$ cat src/rtl/riscv_muldiv_pkg.sv
// Shared types and helpers for the iterative RV M-extension multiply/divide unit.
package riscv_muldiv_pkg;

  // funct3 encodings of the M-extension ops
  typedef enum logic [2:0] {
    OpMul    = 3'd0,
    OpMulh   = 3'd1,
    OpMulhsu = 3'd2,
    OpMulhu  = 3'd3,
    OpDiv    = 3'd4,
    OpDivu   = 3'd5,
    OpRem    = 3'd6,
    OpRemu   = 3'd7
  } t_muldiv_op;

  typedef logic [1:0] t_muldiv_state;

  localparam t_muldiv_state StIdle = 2'd0;
  localparam t_muldiv_state StCalc = 2'd1;
  localparam t_muldiv_state StDone = 2'd2;

  // Number of CALC cycles needed to consume all XLEN operand bits.
  function automatic int unsigned muldiv_iters(input int unsigned xlen, input int unsigned unroll);
    return xlen / unroll;
  endfunction

endpackage

$ cat src/rtl/riscv_muldiv_step.sv
// One combinational shift-add (multiply) or restoring-subtract (divide) iteration.
// Accumulator layout is {hi, lo}: product-high/multiplier or remainder/dividend-quotient.
module riscv_muldiv_step #(
  parameter int unsigned XLEN = 32
) (
  input  logic [2*XLEN-1:0] acc,
  input  logic [XLEN-1:0]   operand,
  input  logic              div_mode,
  output logic [2*XLEN-1:0] acc_next,
  output logic              q_bit
);

  logic [XLEN-1:0] hi;
  logic [XLEN-1:0] lo;
  logic [XLEN:0]   sum;
  logic [XLEN:0]   rem_sh;
  logic [XLEN:0]   diff;

  always_comb begin
    hi       = acc[2*XLEN-1:XLEN];
    lo       = acc[XLEN-1:0];
    sum      = {1'b0, hi} + (lo[0] ? {1'b0, operand} : {(XLEN+1){1'b0}});
    rem_sh   = {hi, lo[XLEN-1]};
    diff     = rem_sh - {1'b0, operand};
    q_bit    = 1'b0;
    acc_next = {sum, lo[XLEN-1:1]};
    if (div_mode) begin
      // remainder stays below the divisor, so the borrow bit alone decides the quotient bit
      q_bit    = ~diff[XLEN];
      acc_next = {(q_bit ? diff[XLEN-1:0] : rem_sh[XLEN-1:0]), lo[XLEN-2:0], 1'b0};
    end
  end

endmodule

$ cat src/rtl/riscv_xlen_muldiv.sv
// Iterative RV M-extension multiply/divide unit with valid/ready request and response channels.
// Optional build macro RISCV_MULDIV_EARLY_OUT_EN: multiplies finish once remaining multiplier bits are zero.
module riscv_xlen_muldiv
  import riscv_muldiv_pkg::*;
#(
  parameter int unsigned XLEN   = 32,
  parameter int unsigned UNROLL = 1
) (
  input  logic            clk,
  input  logic            reset,
  input  logic            flush,
  input  logic            req_valid,
  output logic            req_ready,
  input  logic [2:0]      req_op,
  input  logic [XLEN-1:0] req_rs1,
  input  logic [XLEN-1:0] req_rs2,
  input  logic [4:0]      req_tag,
  output logic            resp_valid,
  input  logic            resp_ready,
  output logic [XLEN-1:0] resp_result,
  output logic [4:0]      resp_tag,
  output logic            busy
);

  localparam int unsigned NITER = muldiv_iters(XLEN, UNROLL);
  localparam int unsigned CNT_W = $clog2(NITER + 1);
  localparam logic [CNT_W-1:0] CNT_INIT = CNT_W'(NITER);

  t_muldiv_state     state_q, state_d;
  t_muldiv_op        op_q, op_d;
  logic [4:0]        tag_q, tag_d;
  logic [2*XLEN-1:0] acc_q, acc_d;
  logic [XLEN-1:0]   opb_q, opb_d;
  logic              neg_q, neg_d;
  logic [CNT_W-1:0]  cnt_q, cnt_d;
  logic [XLEN-1:0]   result_q, result_d;

  // Request decode
  t_muldiv_op      req_op_e;
  logic            accept;
  logic            in_div, is_rem, rs1_signed, rs2_signed, s1, s2;
  logic            div_zero, div_ovf;
  logic [XLEN-1:0] mag1, mag2;

  assign req_op_e = t_muldiv_op'(req_op);
  assign accept   = req_valid & req_ready;

  always_comb begin
    in_div     = req_op[2];
    is_rem     = (req_op_e == OpRem) || (req_op_e == OpRemu);
    rs1_signed = req_op_e inside {OpMulh, OpMulhsu, OpDiv, OpRem};
    rs2_signed = req_op_e inside {OpMulh, OpDiv, OpRem};
    s1         = rs1_signed & req_rs1[XLEN-1];
    s2         = rs2_signed & req_rs2[XLEN-1];
    mag1       = s1 ? -req_rs1 : req_rs1;
    mag2       = s2 ? -req_rs2 : req_rs2;
    div_zero   = in_div && (req_rs2 == '0);
    div_ovf    = ((req_op_e == OpDiv) || (req_op_e == OpRem)) &&
                 (req_rs1 == {1'b1, {(XLEN-1){1'b0}}}) && (req_rs2 == '1);
  end

  // Iteration chain, UNROLL steps per clock
  logic [2*XLEN-1:0] acc_chain [UNROLL+1];
  logic [2*XLEN-1:0] step_acc  [UNROLL];
  logic [UNROLL-1:0] step_q;
  logic [2*XLEN-1:0] chain_out;

  assign acc_chain[0] = acc_q;

  for (genvar i = 0; i < UNROLL; i++) begin : g_step
    riscv_muldiv_step #(
      .XLEN(XLEN)
    ) u_step (
      .acc      (acc_chain[i]),
      .operand  (opb_q),
      .div_mode (op_q[2]),
      .acc_next (step_acc[i]),
      .q_bit    (step_q[i])
    );
    assign acc_chain[i+1] = {step_acc[i][2*XLEN-1:1], step_acc[i][0] | step_q[i]};
  end

  assign chain_out = acc_chain[UNROLL];

  // Multiply finalisation source and early-out detection
  logic [2*XLEN-1:0] mul_src;
  logic              early_done;

`ifdef RISCV_MULDIV_EARLY_OUT_EN
  localparam int unsigned SHW = $clog2(XLEN) + 1;
  logic [SHW-1:0] rem_amt;

  // Bits still to be consumed after this cycle's steps; they sit at the bottom of lo.
  assign rem_amt    = SHW'((32'(cnt_q) - 32'd1) * UNROLL);
  assign early_done = ~op_q[2] && ((chain_out[XLEN-1:0] << (SHW'(XLEN) - rem_amt)) == '0);
  assign mul_src    = chain_out >> rem_amt;
`else
  assign early_done = 1'b0;
  assign mul_src    = chain_out;
`endif

  logic [2*XLEN-1:0] prod;
  logic [XLEN-1:0]   div_src;
  logic [XLEN-1:0]   fin_val;

  always_comb begin
    prod    = neg_q ? -mul_src : mul_src;
    div_src = ((op_q == OpRem) || (op_q == OpRemu)) ? chain_out[2*XLEN-1:XLEN]
                                                    : chain_out[XLEN-1:0];
    if (op_q[2]) begin
      fin_val = neg_q ? -div_src : div_src;
    end else if (op_q == OpMul) begin
      fin_val = prod[XLEN-1:0];
    end else begin
      fin_val = prod[2*XLEN-1:XLEN];
    end
  end

  // Next-state logic
  always_comb begin
    state_d  = state_q;
    op_d     = op_q;
    tag_d    = tag_q;
    acc_d    = acc_q;
    opb_d    = opb_q;
    neg_d    = neg_q;
    cnt_d    = cnt_q;
    result_d = result_q;

    case (state_q)
      StIdle: begin
        if (accept) begin
          op_d  = req_op_e;
          tag_d = req_tag;
          neg_d = is_rem ? s1 : (s1 ^ s2);
          cnt_d = CNT_INIT;
          if (div_zero) begin
            result_d = is_rem ? req_rs1 : '1;
            state_d  = StDone;
          end else if (div_ovf) begin
            result_d = is_rem ? '0 : req_rs1;
            state_d  = StDone;
          end else begin
            acc_d   = {{XLEN{1'b0}}, (in_div ? mag1 : mag2)};
            opb_d   = in_div ? mag2 : mag1;
            state_d = StCalc;
          end
        end
      end
      StCalc: begin
        acc_d = chain_out;
        cnt_d = cnt_q - CNT_W'(1);
        if ((cnt_q == CNT_W'(1)) || early_done) begin
          result_d = fin_val;
          state_d  = StDone;
        end
      end
      StDone: begin
        if (resp_ready) begin
          state_d = StIdle;
        end
      end
      default: state_d = StIdle;
    endcase

    if (flush) begin
      state_d  = StIdle;
      result_d = '0;
    end
  end

  always_ff @(posedge clk or posedge reset) begin
    if (reset) begin
      state_q  <= StIdle;
      op_q     <= OpMul;
      tag_q    <= '0;
      acc_q    <= '0;
      opb_q    <= '0;
      neg_q    <= 1'b0;
      cnt_q    <= '0;
      result_q <= '0;
    end else begin
      state_q  <= state_d;
      op_q     <= op_d;
      tag_q    <= tag_d;
      acc_q    <= acc_d;
      opb_q    <= opb_d;
      neg_q    <= neg_d;
      cnt_q    <= cnt_d;
      result_q <= result_d;
    end
  end

  assign req_ready   = (state_q == StIdle) && !flush;
  assign resp_valid  = (state_q == StDone);
  assign busy        = (state_q != StIdle);
  assign resp_result = result_q;
  assign resp_tag    = tag_q;

endmodule

$ cat config.mk
export PLATFORM = sky130hd
export DESIGN_NAME = riscv_xlen_muldiv
export DESIGN_NICKNAME = d
export VERILOG_FILES = /design/src/rtl/riscv_muldiv_pkg.sv /design/src/rtl/riscv_muldiv_step.sv /design/src/rtl/riscv_xlen_muldiv.sv
export SDC_FILE = /design/constraint.sdc
export NUM_CORES = 1
export LEC_CHECK = 0
export ABC_AREA = 0
export CORE_ASPECT_RATIO = 1.4
export CORE_MARGIN = 2
export CORE_UTILIZATION = 25
export DETAILED_ROUTE_END_ITERATION = 10
export GPL_TIMING_DRIVEN = 1
export HOLD_SLACK_MARGIN = 0.05
export PLACE_DENSITY = 0.49
export SLEW_MARGIN = 10
export SYNTH_ARGS = -nofsm -noshare
export SYNTH_HDL_FRONTEND = slang
export SYNTH_SLANG_ARGS = --single-unit
export TNS_END_PERCENT = 5
$ cat constraint.sdc
create_clock -name clk -period 5.65 [get_ports clk]
set_input_delay 0.565 -clock clk [delete_from_list [all_inputs] [get_ports clk]]
set_output_delay 0.565 -clock clk [all_outputs]
set_load 0.05 [all_outputs]
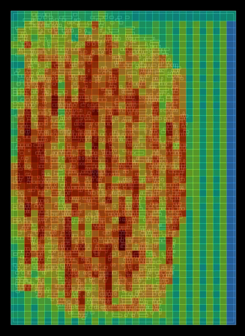
*Congestion heat map, run 1*
GR Util All Layers: 25.1%
GRT met1 Usage: 28.7%
GRT Max-Usage Layer: met2
post-layout util: 30.3%

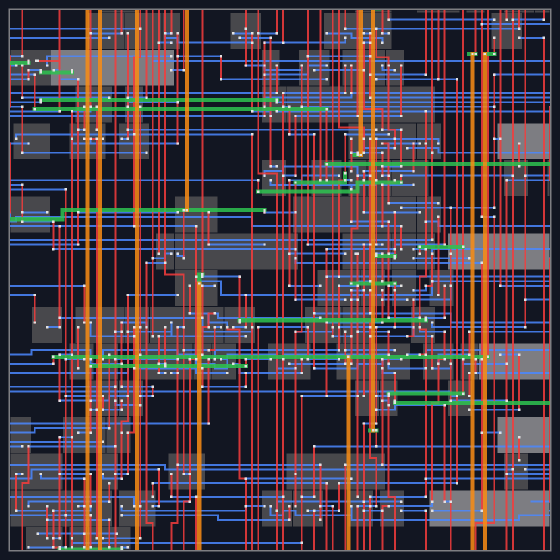
*Close-up of the layout, run 1*
Window x 95 to 135, y 205 to 245 um. Cells in gray, sequential cells in the stronger gray; small squares are vias.
Key: orange = M4; red = M2; green = M3; blue = M1
Sequential cells in the window: 4. 88 logic cells have their middle in the window. Netlist names of flops here include acc_q (2). Most frequent: o21ai_0 (13), nand2_1 (11).

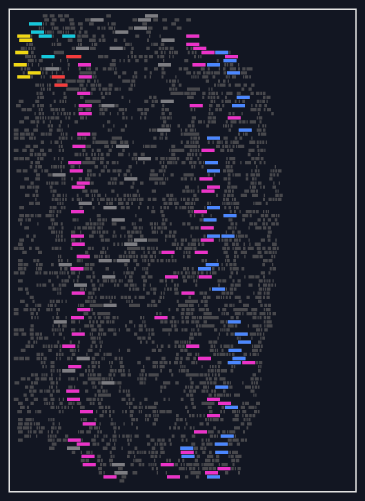
*Where the registers sit, run 1*
Scale: 1.5 px per um. Other sequential cells in the stronger gray, the rest of the logic in the fainter gray.
Key: red = op_q [sequential cells 3]; cyan = resp_tag [sequential cells 5, where top left]; yellow = cnt_q [sequential cells 6, where top left]; blue = opb_q [sequential cells 32, where a vertical strip down the middle]; magenta = acc_q [sequential cells 64]
Another 35 sequential cells are not colored.

==> flow_summary.ini, run 1 <==
; yosys + openroad results
[run]
warning_count = 28

[timing]
fin_tns_setup_ns = 0
clock_skew_ns = 0.0155
slew_violations = 0
whs_ns = 0.481
tightestPinTransition_ns = 1.06
worst_slack_ns = 0.220
max_freq_ghz = 0.184
period_needed_ns = 5.43
finalHoldViolations = 0
rsz0062_at_grt = false

[logic_synthesis]
flop_cell = dfrtp_1
syn_area_um2 = 17900
yosys-stat-cells = 2505
netlist_instances = 2505
edf_count = 0
yosysWarnings = 0
common_cells = nand2_1, o21ai_0, a21oi_1, nor2_1, dfrtp_1
mux_share_pct = 3.90
mappedNetlistNets = 2655
ys_area_um2 = 17900
logic_family = AND-OR/OR-AND gates
synth_top_area_share_pct = 20.3

[cells_and_area]
largest_reg_flops = 64
final_layout_top_logic_cell = nand2_1
regMostFlops = acc_q
layout-drive-gt1-share_pct = 11.2

[place]
hpwl_um = 77200
dpl-instance-area_um2 = 20900
dp_slack_ns = 0.139
place_congestion = 1.02
numPortBuffers = 116

[floorplanning]
die-area_um2 = 73800
die_width_um = 230
initial_core_util_pct = 25.1

[power]
p_comb_share_pct = 76.2
switching_share_pct = 57.6
p_seq_share_pct = 14.0
power.internal_mw = 5.61
irDropWorstVdd_mv = 0.215
p_switching_mw = 7.63

[cts]
cts_setup_buffers = 0
cts_tree = done
cts-htree-levels = 4
clock-sinks = 145
clkTransAtPathRegs_ns = 0.07
cts_inserted_buffers = 17

[detailed_routing]
wl_per_cell_um = 26.3
met2_length_um = 46800
drt-met1-wl_um = 36400
drtIter0Drc = 1805

[grt]
grt_max_degree = 74
grtUsageMet2_pct = 44.8
grt_pass1_wl_um = 137000
antenna_found_initial = 4
met3_usage_pct = 1.71

[setup_path]
max_stage_delay_ns = 0.56
cpMostUsedCell = buf_4
reg2reg_slack_ns = 0.22
endpoint = resp_result[31]
crit_slowest_cell = a2111oi_2
critical-path-top-delay-family = AND-OR/OR-AND gates
critPathKind = flop to flop
cp_max_fo = 33
cp-end-kind = flop
rr_startpoint = acc_q[31]
reg2reg_to = resp_result[31]

[hold_path]
hold_path.class = flop to flop
hold_path_depth = 2
hold_end = resp_tag[3]

[outcome]
status = completed
==> run 1: metrics by stage <==
step                      instances  util, %  power [mW]
after global routing           3595     30.3        14.0
after CTS                      3594     30.2        13.0
final                          3596     30.3        13.2
after floorplan                2505        -        7.93
after detailed placement       3562     29.4        11.7
after global placement         3562     29.4        11.7
==> run 1: area by class of cell <==
type                    count  area, um^2
repair buffers            285        2490
well taps                 944        1180
fillers                  7754       49700
diodes                      1        2.50
multi-input cells        2128       13400
flip-flops and latches    145        3630
clock inverters            13         174
clock buffers              19         453
inverters                  61         234
==> run 1: power by group through the flow <==
stage	Clock, mW	Sequential [mW]	Combinational (mW)
finish	1.30	1.85	10.1
global route	1.35	1.91	10.8
CTS	1.32	1.84	9.87
detailed placement	0	1.86	9.79
global placement	0	1.85	9.84
floorplan	0	1.70	6.23
==> run 2: changes to the inputs <==
Settings changed: CAP_MARGIN from default to 20.
==> run 2 against run 1 <==
Effect of this change:
- critical path depth is the same
- maximum frequency stayed put
- worst hold slack did not move
- flip-flop count is the same
- combinational power hardly changed
- area after synthesis unchanged
- first-iteration DRC count did not move
- cell area is the same
- clock power barely moved
- power unchanged
- critical endpoint unchanged
- largest power group unchanged
- highest routed layer unchanged
==> flow_summary.ini, run 2 <==
; yosys + openroad results
[setup_path]
max_stage_delay_ns = 0.56
critical-path-top-delay-family = AND-OR/OR-AND gates
critPathKind = flop to flop
cp-end-kind = flop
reg2reg_slack_ns = 0.22
cpMostUsedCell = buf_4
cp_max_fo = 33
rr_startpoint = acc_q[31]

[logic_synthesis]
yosysWarnings = 0
netlist_instances = 2505
common_cells = nand2_1, o21ai_0, a21oi_1, nor2_1, dfrtp_1
logic_family = AND-OR/OR-AND gates
mappedNetlistNets = 2655
mux_share_pct = 3.90
ys_area_um2 = 17900
syn_area_um2 = 17900
edf_count = 0

[place]
dp_slack_ns = 0.139
placedCellCount = 3562
place_congestion = 1.02
hpwl_um = 77200
dpl-instance-area_um2 = 20900
numPortBuffers = 116

[outcome]
status = completed

[floorplanning]
initial_core_util_pct = 25.1
die-area_um2 = 73800

[power]
powerComb_mw = 10.1
power.group.top = combinational cells
p_comb_share_pct = 76.2
clk-power_mw = 1.30
power.internal_mw = 5.61

[grt]
grtUsageMet1_pct = 28.7
grt_usage_pct = 25.1
busiest_layer = met2
met3_usage_pct = 1.71
antenna_found_initial = 4
grtUsageMet2_pct = 44.8
grt_pass1_wl_um = 137000

[cells_and_area]
num-fill-cells = 7754
largest_reg_flops = 64
stdcell_count = 3596
layout-drive-gt1-share_pct = 11.2
regMostFlops = acc_q

[cts]
cts_setup_buffers = 0
cts_tree = done
clkTransAtPathRegs_ns = 0.07
clock-sinks = 145

[timing]
rsz0062_at_grt = false
finalHoldViolations = 0
fin_tns_setup_ns = 0
max_freq_ghz = 0.184
tightestPinTransition_ns = 1.06
period_needed_ns = 5.43
clock_skew_ns = 0.0155
whs_ns = 0.481

[hold_path]
hold_path_depth = 2
hold_end = resp_tag[3]

[detailed_routing]
drtIter0Drc = 1805
drt-met1-wl_um = 36400
wl_per_cell_um = 26.3
## run 2: cell counts after synthesis
Identical to the previous run, type by type.
## run 2: worst max-delay path by stage
stage / slack, ns / start / to
floorplan: 0.12 / op_q[2] / resp_result[24]
global placement: 0.25 / acc_q[44] / resp_result[31]
detailed placement: 0.14 / acc_q[44] / resp_result[24]
CTS: 0.13 / acc_q[44] / resp_result[28]
global route: 0.01 / acc_q[31] / resp_result[24]
finish: 0.22 / acc_q[31] / resp_result[31]
## run 2: cell type report
class	instances	area [um^2]	share of cell area, %
antenna	1	2.50	0.0116
clock buffer	19	453	2.10
clock inverter	13	174	0.807
inverter	61	234	1.09
multi-input combinational	2128	13400	62.1
sequential	145	3630	16.8
tap	944	1180	5.48
timing repair buffer	285	2490	11.5
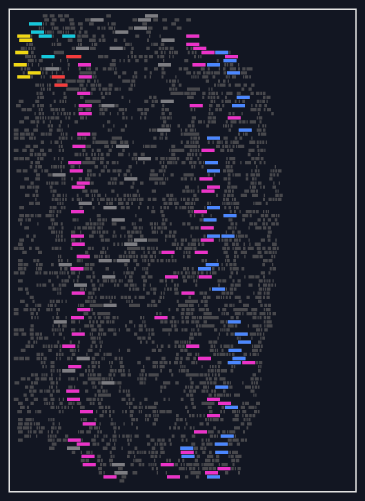
*Where the registers sit, run 2*
Scale: 1.5 px per um. Other sequential cells in the stronger gray, the rest of the logic in the fainter gray.
Seq/total area: 16.8%
FF+latch area: 3630 um^2
Seq. pwr: 1.85 mW

==> run 3: changes to the inputs <==
Settings changed: TNS_END_PERCENT 5 to 20.
==> run 3 against run 2 <==
Effect of this change:
- maximum frequency is the same
- global-route usage is the same
- clock power barely moved
- worst hold slack unchanged
- die area stayed put
- power unchanged
- first-iteration DRC count unchanged
- clock skew unchanged
- wire length stayed put
- flip-flop count stayed put
- critical path type unchanged
- largest cell class unchanged
- largest power group unchanged
- highest routed layer unchanged
==> flow_summary.ini, run 3 <==
; yosys + openroad results
[logic_synthesis]
netlist_instances = 2505
syn_area_um2 = 17900
flop_cell = dfrtp_1
common_cells = nand2_1, o21ai_0, a21oi_1, nor2_1, dfrtp_1
synth_top_area_share_pct = 20.3
yosysWarnings = 0
mux_share_pct = 3.90
ys_area_um2 = 17900
logic_family = AND-OR/OR-AND gates
edf_count = 0

[timing]
worst_slack_ns = 0.220
finalHoldViolations = 0
slew_violations = 0
fin_tns_setup_ns = 0
rsz0062_at_grt = false
period_needed_ns = 5.43
max_freq_ghz = 0.184
clock_skew_ns = 0.0155
whs_ns = 0.481

[setup_path]
critical-path-top-delay-family = AND-OR/OR-AND gates
cp_max_fo = 33
critPathKind = flop to flop
cp-end-kind = flop
crit_slowest_cell = a2111oi_2
max_stage_delay_ns = 0.56

[power]
powerComb_mw = 10.1
clk-power_mw = 1.30
power.internal_mw = 5.61
irDropWorstVdd_mv = 0.215
p_seq_share_pct = 14.0
switching_share_pct = 57.6
p_switching_mw = 7.63
sequentialPower_mw = 1.85
finalPower_mw = 13.2

[place]
dp_slack_ns = 0.139
numPortBuffers = 116
dpl-instance-area_um2 = 20900
placedCellCount = 3562
place_congestion = 1.02
hpwl_um = 77200

[cells_and_area]
clk_share_pct = 2.91
clock_buffers = 19
num-nonclk-inverters = 61
largest_reg_flops = 64
largest_class = logic gates
antenna_cells = 1
num-multi-input-gates = 2128
seq_share_pct = 16.8
final_layout_top_logic_cell = nand2_1
comb_area_share_pct = 62.1
regMostFlops = acc_q
register_area_um2 = 3630
num-fill-cells = 7754
logic_area_um2 = 13400
flops = 145
layout-drive-gt1-share_pct = 11.2
layout.nonclk_buf_share_pct = 11.5

[detailed_routing]
met2_length_um = 46800
drt-met1-wl_um = 36400
wl_per_cell_um = 26.3

[grt]
grtUsageMet2_pct = 44.8
met3_usage_pct = 1.71
busiest_layer = met2
grt_max_degree = 74
grt_pass1_wl_um = 137000
antenna_found_initial = 4

[cts]
cts_setup_buffers = 0
clock-sinks = 145
cts_tree = done

[floorplanning]
initial_core_util_pct = 25.1
tap_cells = 944
die-area_um2 = 73800

[run]
warning_count = 28

[outcome]
status = completed
[run 3: cell families (layout without fill, tap and decap cells)]
family | Yosys count | count (layout)
simple gates | 949 | 949
compound gates | 876 | 876
buf+inv | 232 | 378
xor+xnor | 162 | 162
flops | 145 | 145
fa+ha+maj | 73 | 73
mux | 68 | 68
other cells | 0 | 1
[run 3: worst paths after layout]
kind | startpoint | end | slack (ns) | cells after the start
max in group asynchronous | reset | opb_q[6] | 4.12 | 3
min in group asynchronous | reset | resp_tag[2] | 0.58 | 2
setup / recovery | acc_q[31] | resp_result[31] | 0.22 | 20
setup reg to reg | acc_q[31] | resp_result[31] | 0.22 | 20
hold / removal | resp_tag[3] | resp_tag[3] | 0.48 | 2
hold reg to reg | resp_tag[3] | resp_tag[3] | 0.48 | 2
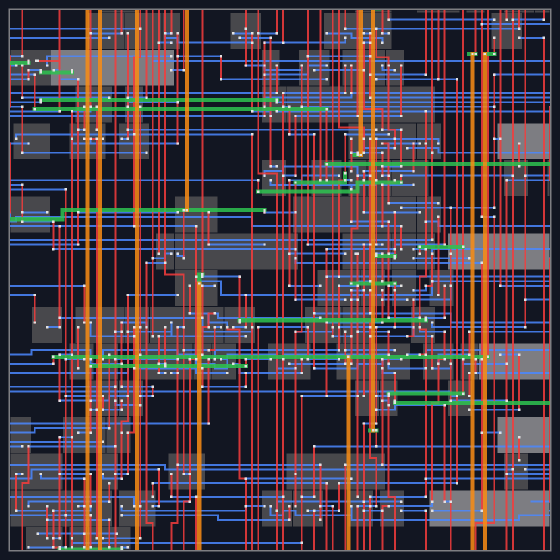
*Close-up of the layout, run 3*
Window x 95 to 135, y 205 to 245 um. Cells in gray, sequential cells in the stronger gray; small squares are vias.
Key: blue = M1; orange = M4; red = M2; green = M3
Netlist names of flops here include acc_q (2). 88 logic cells have their middle in the window. Most frequent: o21ai_0 (13), nand2_1 (11). Sequential cells in the window: 4.

No activity file was given, so power comes from the tool's default toggle rates.
